--- config.mk ---
export PLATFORM = sky130hd
export DESIGN_NAME = mxp_relu_nch
export DESIGN_NICKNAME = d
export VERILOG_FILES = /design/src/rtl/cnn_pkg.sv /design/src/rtl/linebuf_sp.sv /design/src/rtl/mxp_relu_nch.sv
export SDC_FILE = /design/constraint.sdc
export NUM_CORES = 1
export LEC_CHECK = 0
export CELL_PAD_IN_SITES_DETAIL_PLACEMENT = 1
export CELL_PAD_IN_SITES_GLOBAL_PLACEMENT = 1
export CORE_ASPECT_RATIO = 0.7
export CORE_MARGIN = 1
export CORE_UTILIZATION = 49
export CTS_BUF_LIST = sky130_fd_sc_hd__clkbuf_8
export DETAILED_ROUTE_END_ITERATION = 12
export GPL_ROUTABILITY_DRIVEN = 0
export PLACE_DENSITY_LB_ADDON = 0.05
export SYNTH_ARGS = -nofsm -noshare
export SYNTH_HDL_FRONTEND = slang
export SYNTH_HIERARCHICAL = 1
export SYNTH_SLANG_ARGS = --single-unit
export TNS_END_PERCENT = 5
--- constraint.sdc ---
create_clock -name clk -period 4 [get_ports clk]
set_clock_uncertainty 0.05 [all_clocks]
set_input_delay 0.6 -clock clk [delete_from_list [all_inputs] [get_ports clk]]
set_output_delay 0.6 -clock clk [all_outputs]
set_load 0.01 [all_outputs]
--- src/rtl/cnn_pkg.sv ---
// Shared CNN definitions: default sample width and the signed compare/ReLU helpers
// used by pooling, conv layers and the comparator.
package cnn_pkg;

   localparam int unsigned CNN_DATA_BIT = 12;
   localparam int unsigned CNN_WORD_BIT = 32;

   typedef logic signed [CNN_WORD_BIT-1:0] cnn_word_t;

   // Callers sign-extend narrower samples into cnn_word_t before calling.
   function automatic logic cnn_sgt(input cnn_word_t a, input cnn_word_t b);
      return a > b;
   endfunction

   function automatic logic cnn_relu_clamp(input cnn_word_t x, input logic en);
      return en && (x < 0);
   endfunction

endpackage

--- src/rtl/linebuf_sp.sv ---
// Register-array line buffer: synchronous write, combinational read.
module linebuf_sp #(
   parameter int unsigned DEPTH    = 12,
   parameter int unsigned WIDTH    = 36,
   parameter int unsigned ADDR_BIT = 4
) (
   input  logic                clk_i,
   input  logic                we_i,
   input  logic [ADDR_BIT-1:0] waddr_i,
   input  logic [WIDTH-1:0]    wdata_i,
   input  logic [ADDR_BIT-1:0] raddr_i,
   output logic [WIDTH-1:0]    rdata_o
);

   logic [WIDTH-1:0] mem_q [DEPTH];

   always_ff @(posedge clk_i) begin
      if (we_i) begin
         mem_q[waddr_i] <= wdata_i;
      end
   end

   assign rdata_o = mem_q[raddr_i];

endmodule

--- src/rtl/mxp_relu_nch.sv ---
// 2x2 stride-2 signed max pooling with optional ReLU over NUM_CH parallel channels,
// raster-order input with gaps, synchronous frame clear and end-of-frame pulse.
module mxp_relu_nch
   import cnn_pkg::*;
#(
   parameter int unsigned DATA_BIT  = CNN_DATA_BIT,
   parameter int unsigned NUM_CH    = 3,
   parameter int unsigned IN_WIDTH  = 24,
   parameter int unsigned IN_HEIGHT = 24,
   parameter int unsigned COL_BIT   = 5,
   parameter int unsigned ROW_BIT   = 5,
   parameter int unsigned RELU_EN   = 1
) (
   input  logic                       clk,
   input  logic                       rst,
   input  logic                       clr,
   input  logic                       valid_in,
   input  logic [NUM_CH*DATA_BIT-1:0] data_in,
   output logic [NUM_CH*DATA_BIT-1:0] data_out,
   output logic                       valid_out,
   output logic                       frame_done
);

   localparam int unsigned VEC_BIT     = NUM_CH * DATA_BIT;
   localparam int unsigned LB_DEPTH    = IN_WIDTH / 2;
   localparam int unsigned LB_ADDR_BIT = (COL_BIT > 1) ? COL_BIT - 1 : 1;

   if ((IN_WIDTH % 2) != 0 || IN_WIDTH < 2 || (IN_HEIGHT % 2) != 0 || IN_HEIGHT < 2 ||
       (1 << COL_BIT) < IN_WIDTH || (1 << ROW_BIT) < IN_HEIGHT ||
       DATA_BIT > CNN_WORD_BIT || NUM_CH < 1) begin : gen_param_check
      $fatal(1, "mxp_relu_nch: illegal parameter combination");
   end

   logic [COL_BIT-1:0]     col_q, col_d;
   logic [ROW_BIT-1:0]     row_q, row_d;
   logic [VEC_BIT-1:0]     pair_q, pair_d;
   logic [VEC_BIT-1:0]     data_q, data_d;
   logic                   valid_q, valid_d;
   logic                   done_q, done_d;

   logic                   col_last, row_last;
   logic                   lb_we;
   logic [LB_ADDR_BIT-1:0] lb_addr;
   logic [VEC_BIT-1:0]     lb_rdata;
   logic [VEC_BIT-1:0]     hmax;
   logic [VEC_BIT-1:0]     pool;

   assign col_last = (col_q == COL_BIT'(IN_WIDTH - 1));
   assign row_last = (row_q == ROW_BIT'(IN_HEIGHT - 1));
   assign lb_addr  = LB_ADDR_BIT'(col_q >> 1);

   linebuf_sp #(
      .DEPTH    (LB_DEPTH),
      .WIDTH    (VEC_BIT),
      .ADDR_BIT (LB_ADDR_BIT)
   ) u_linebuf (
      .clk_i   (clk),
      .we_i    (lb_we),
      .waddr_i (lb_addr),
      .wdata_i (hmax),
      .raddr_i (lb_addr),
      .rdata_o (lb_rdata)
   );

   for (genvar c = 0; c < NUM_CH; c++) begin : gen_ch
      logic signed [DATA_BIT-1:0] p_s, d_s, l_s, h_s, m_s;

      assign p_s = pair_q[c*DATA_BIT +: DATA_BIT];
      assign d_s = data_in[c*DATA_BIT +: DATA_BIT];
      assign l_s = lb_rdata[c*DATA_BIT +: DATA_BIT];
      assign h_s = cnn_sgt(cnn_word_t'(p_s), cnn_word_t'(d_s)) ? p_s : d_s;
      assign m_s = cnn_sgt(cnn_word_t'(l_s), cnn_word_t'(h_s)) ? l_s : h_s;

      assign hmax[c*DATA_BIT +: DATA_BIT] = h_s;
      assign pool[c*DATA_BIT +: DATA_BIT] =
         cnn_relu_clamp(cnn_word_t'(m_s), RELU_EN != 0) ? '0 : m_s;
   end

   always_comb begin
      col_d   = col_q;
      row_d   = row_q;
      pair_d  = pair_q;
      data_d  = data_q;
      valid_d = 1'b0;
      done_d  = 1'b0;
      lb_we   = 1'b0;
      if (clr) begin
         col_d = '0;
         row_d = '0;
      end else if (valid_in) begin
         if (col_last) begin
            col_d = '0;
            row_d = row_last ? '0 : row_q + ROW_BIT'(1);
         end else begin
            col_d = col_q + COL_BIT'(1);
         end
         // Even column opens a pair; odd column closes it on an even or odd row.
         if (!col_q[0]) begin
            pair_d = data_in;
         end else if (!row_q[0]) begin
            lb_we = 1'b1;
         end else begin
            data_d  = pool;
            valid_d = 1'b1;
            done_d  = col_last && row_last;
         end
      end
   end

   always_ff @(posedge clk or negedge rst) begin
      if (!rst) begin
         col_q   <= '0;
         row_q   <= '0;
         pair_q  <= '0;
         data_q  <= '0;
         valid_q <= 1'b0;
         done_q  <= 1'b0;
      end else begin
         col_q   <= col_d;
         row_q   <= row_d;
         pair_q  <= pair_d;
         data_q  <= data_d;
         valid_q <= valid_d;
         done_q  <= done_d;
      end
   end

   assign data_out   = data_q;
   assign valid_out  = valid_q;
   assign frame_done = done_q;

endmodule

==> Slide: Implementation Results <==
Physical Implementation Snapshot

Status
  – Status: finished with violations
  – Failing checks: negative setup slack

Floorplan
  – Num ports: 78
  – Initial Utilization: 49.92%
  – Chip area: 46940 sq um
  – Die H: 181.6 microns
  – Core Box Area: 45220 sq um
  – Die Wd: 258.5 microns
  – Row cnt: 65

CTS
  – Num CTS Buffers: 80
  – Clk ins delay skew pair: 0.64 ns
  – Clock sinks: 513
  – Clk slew on worst S/H paths: 0.06 ns
  – Post-CTS Setup Repair Bufs: 7
  – Clock Path Buffers: 3
  – H-tree depth: 3
  – Post-CTS Hold Buffers: 0
  – CTS tree: yes
  – CTS resizes: 22

Power
  – Switching share of power: 26.63%
  – Leak: 9.992 nW
  – Seq pwr: 0.00637 W
  – Max VDD drop: 0.0004698 V
  – Top pwr grp: sequential cells
  – Clock group: 0.00436 W
  – Internal: 0.009723 W
  – Power per cell area: 477.8 nW/um^2
  – Clk network pwr share: 32.9%

Detailed routing
  – Antenna Nets Post-Route: 0
  – Wire length on met1: 26.48 mm
  – Met3 WL: 2.567 mm
  – DR iter-0 viols: 848
  – Top sig layer: met4
  – 1st-pass router iterations: 5
  – Vias/cell: 5.788

Synth
  – Compound-Gate Fraction of Synth Area: 9.047%
  – Yosys xor share: 0.2328%
  – Cell variety after synth: 69
  – Synth Area in Adders: 3.864%
  – Max-area cell share: 57.47%
  – YS warnings: 6
  – Synth flops: 513
  – Cells after Synth: 1347
  – Async set or reset register ratio after synthesis: 15.79%
  – Post-synth EDFFs: 432
  – Top cells by count: edfxtp_1 (432), inv_1 (89), dfrtp_1 (81)

Setup path
  – Worst R2R End: data_out[21]$_DFFE_PN0P_
  – Critical Path Sink Type: register
  – Crit path max fanout: 7
  – Crit path kind: in2reg
  – FF-to-FF setup slack: -0.39 ns
  – CP peak stage delay: 0.49 ns
  – Worst R2R Start: pair_q[13]$_DFFE_PN0P_
  – CP required: 4.46 ns

Global routing
  – First-pass GRT wire length: 86.53 mm
  – Largest net degree at the start of global routing: 59
  – Routing usage on met3: 4.048%
  – Gr ovfl total: 0

Timing
  – Hold Slack: 0.04513 ns
  – Max transition margin: 27.87%
  – Setup ws final: -0.3881 ns
  – Final setup viols: 20
  – Cycle use final: 109.7%
  – Slew @ Worst Pin: 1.078 ns
  – Final Hold Fails: 0
  – TNS Setup: -3.892 ns

Place
  – Hpwl dp: 35.91 mm
  – Placed cells: 2152

Run
  – Maxcap violations: 0
  – Count of tool warnings: 29

Layout
  – Fraction of layout cells with a size suffix above 1: 34.19%
  – Antenna diode count: 0
  – Max reg flops: 432
  – Dominant logic cell types in the final layout: edfxtp_1 (432), buf_4 (179), inv_1 (98)

Worst hold path
  – Hold crit path type: in2async
## layout make-up
| cell class | count | area, sq um | share of cell area (%) |
|---|---|---|---|
| inverter | 90 | 337.8 | 1.218 |
| clock buffer | 89 | 1225 | 4.417 |
| sequential | 513 | 15010 | 54.12 |
| tap | 603 | 754.5 | 2.721 |
| clock inverter | 56 | 341.6 | 1.232 |
| multi-input combinational | 681 | 7358 | 26.53 |
| timing repair buffer | 285 | 2708 | 9.763 |
## worst max-delay path, delay by kind of cell
family | cells | cell delay [ns]
simple gates | 2 | 0.24
fa+ha+maj | 2 | 0.51
compound gates | 11 | 2.41
buf+inv | 5 | 1.09
## stage by stage
step	util (%)	setup WS (ns)
floorplan	-	-0.4570
finish	61.33	-0.3881
global route	61.33	-0.5120
global placement	56.58	-1.107
CTS	60.44	-0.03828
detailed placement	56.58	-1.375
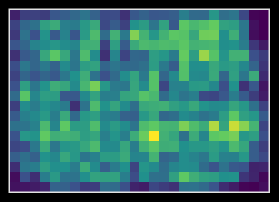
Figure 1: signal metal coverage by tile.
Drawn at 1 px/micron. The die is cut into 26 by 18 equal tiles; dark purple is low, yellow is high, scaled to the fullest tile. Values are wire area over tile area, all layers added.
nearly empty tiles = 1.3%
tiles over half the peak = 41%
densest ninth of the die = middle
fullest tile = 0.43
mean over tiles = 0.19
routed vias: 13410
Total Wirelength: 57.10 mm
drt wl/cell: 24.64 microns
Global Route Usage Sum: 24.55%

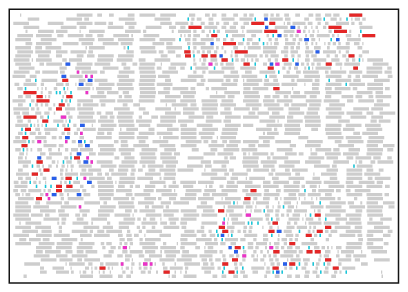
Figure 2: logic cells by family.
Drawn at 1.5 px/micron.
non-inverting ao/oa cells -> blue  # cells 32
fa/ha/maj cells -> red  # cells 70, where spread over the die
inv cells -> cyan  # cells 90, where spread over the die
and/or cells -> magenta  # cells 25
fin cells: 2317
Comb/total area: 26.53%

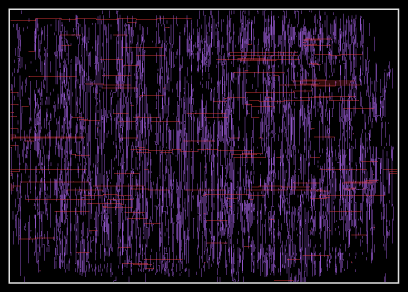
Figure 3: wiring by layer.
Drawn at 1.5 px/micron. Two of the layers only.
M3 -> red  # wire length 2570 microns
M2 -> purple  # wire length 27.1 mm

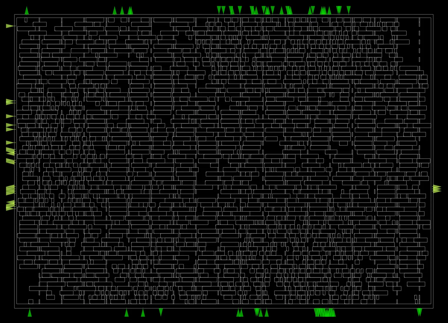
Figure 4: placed standard cells.
sequential portion of the cell area: 54.12%
sequential cells: 513

Power and IR drop assume default switching activity.
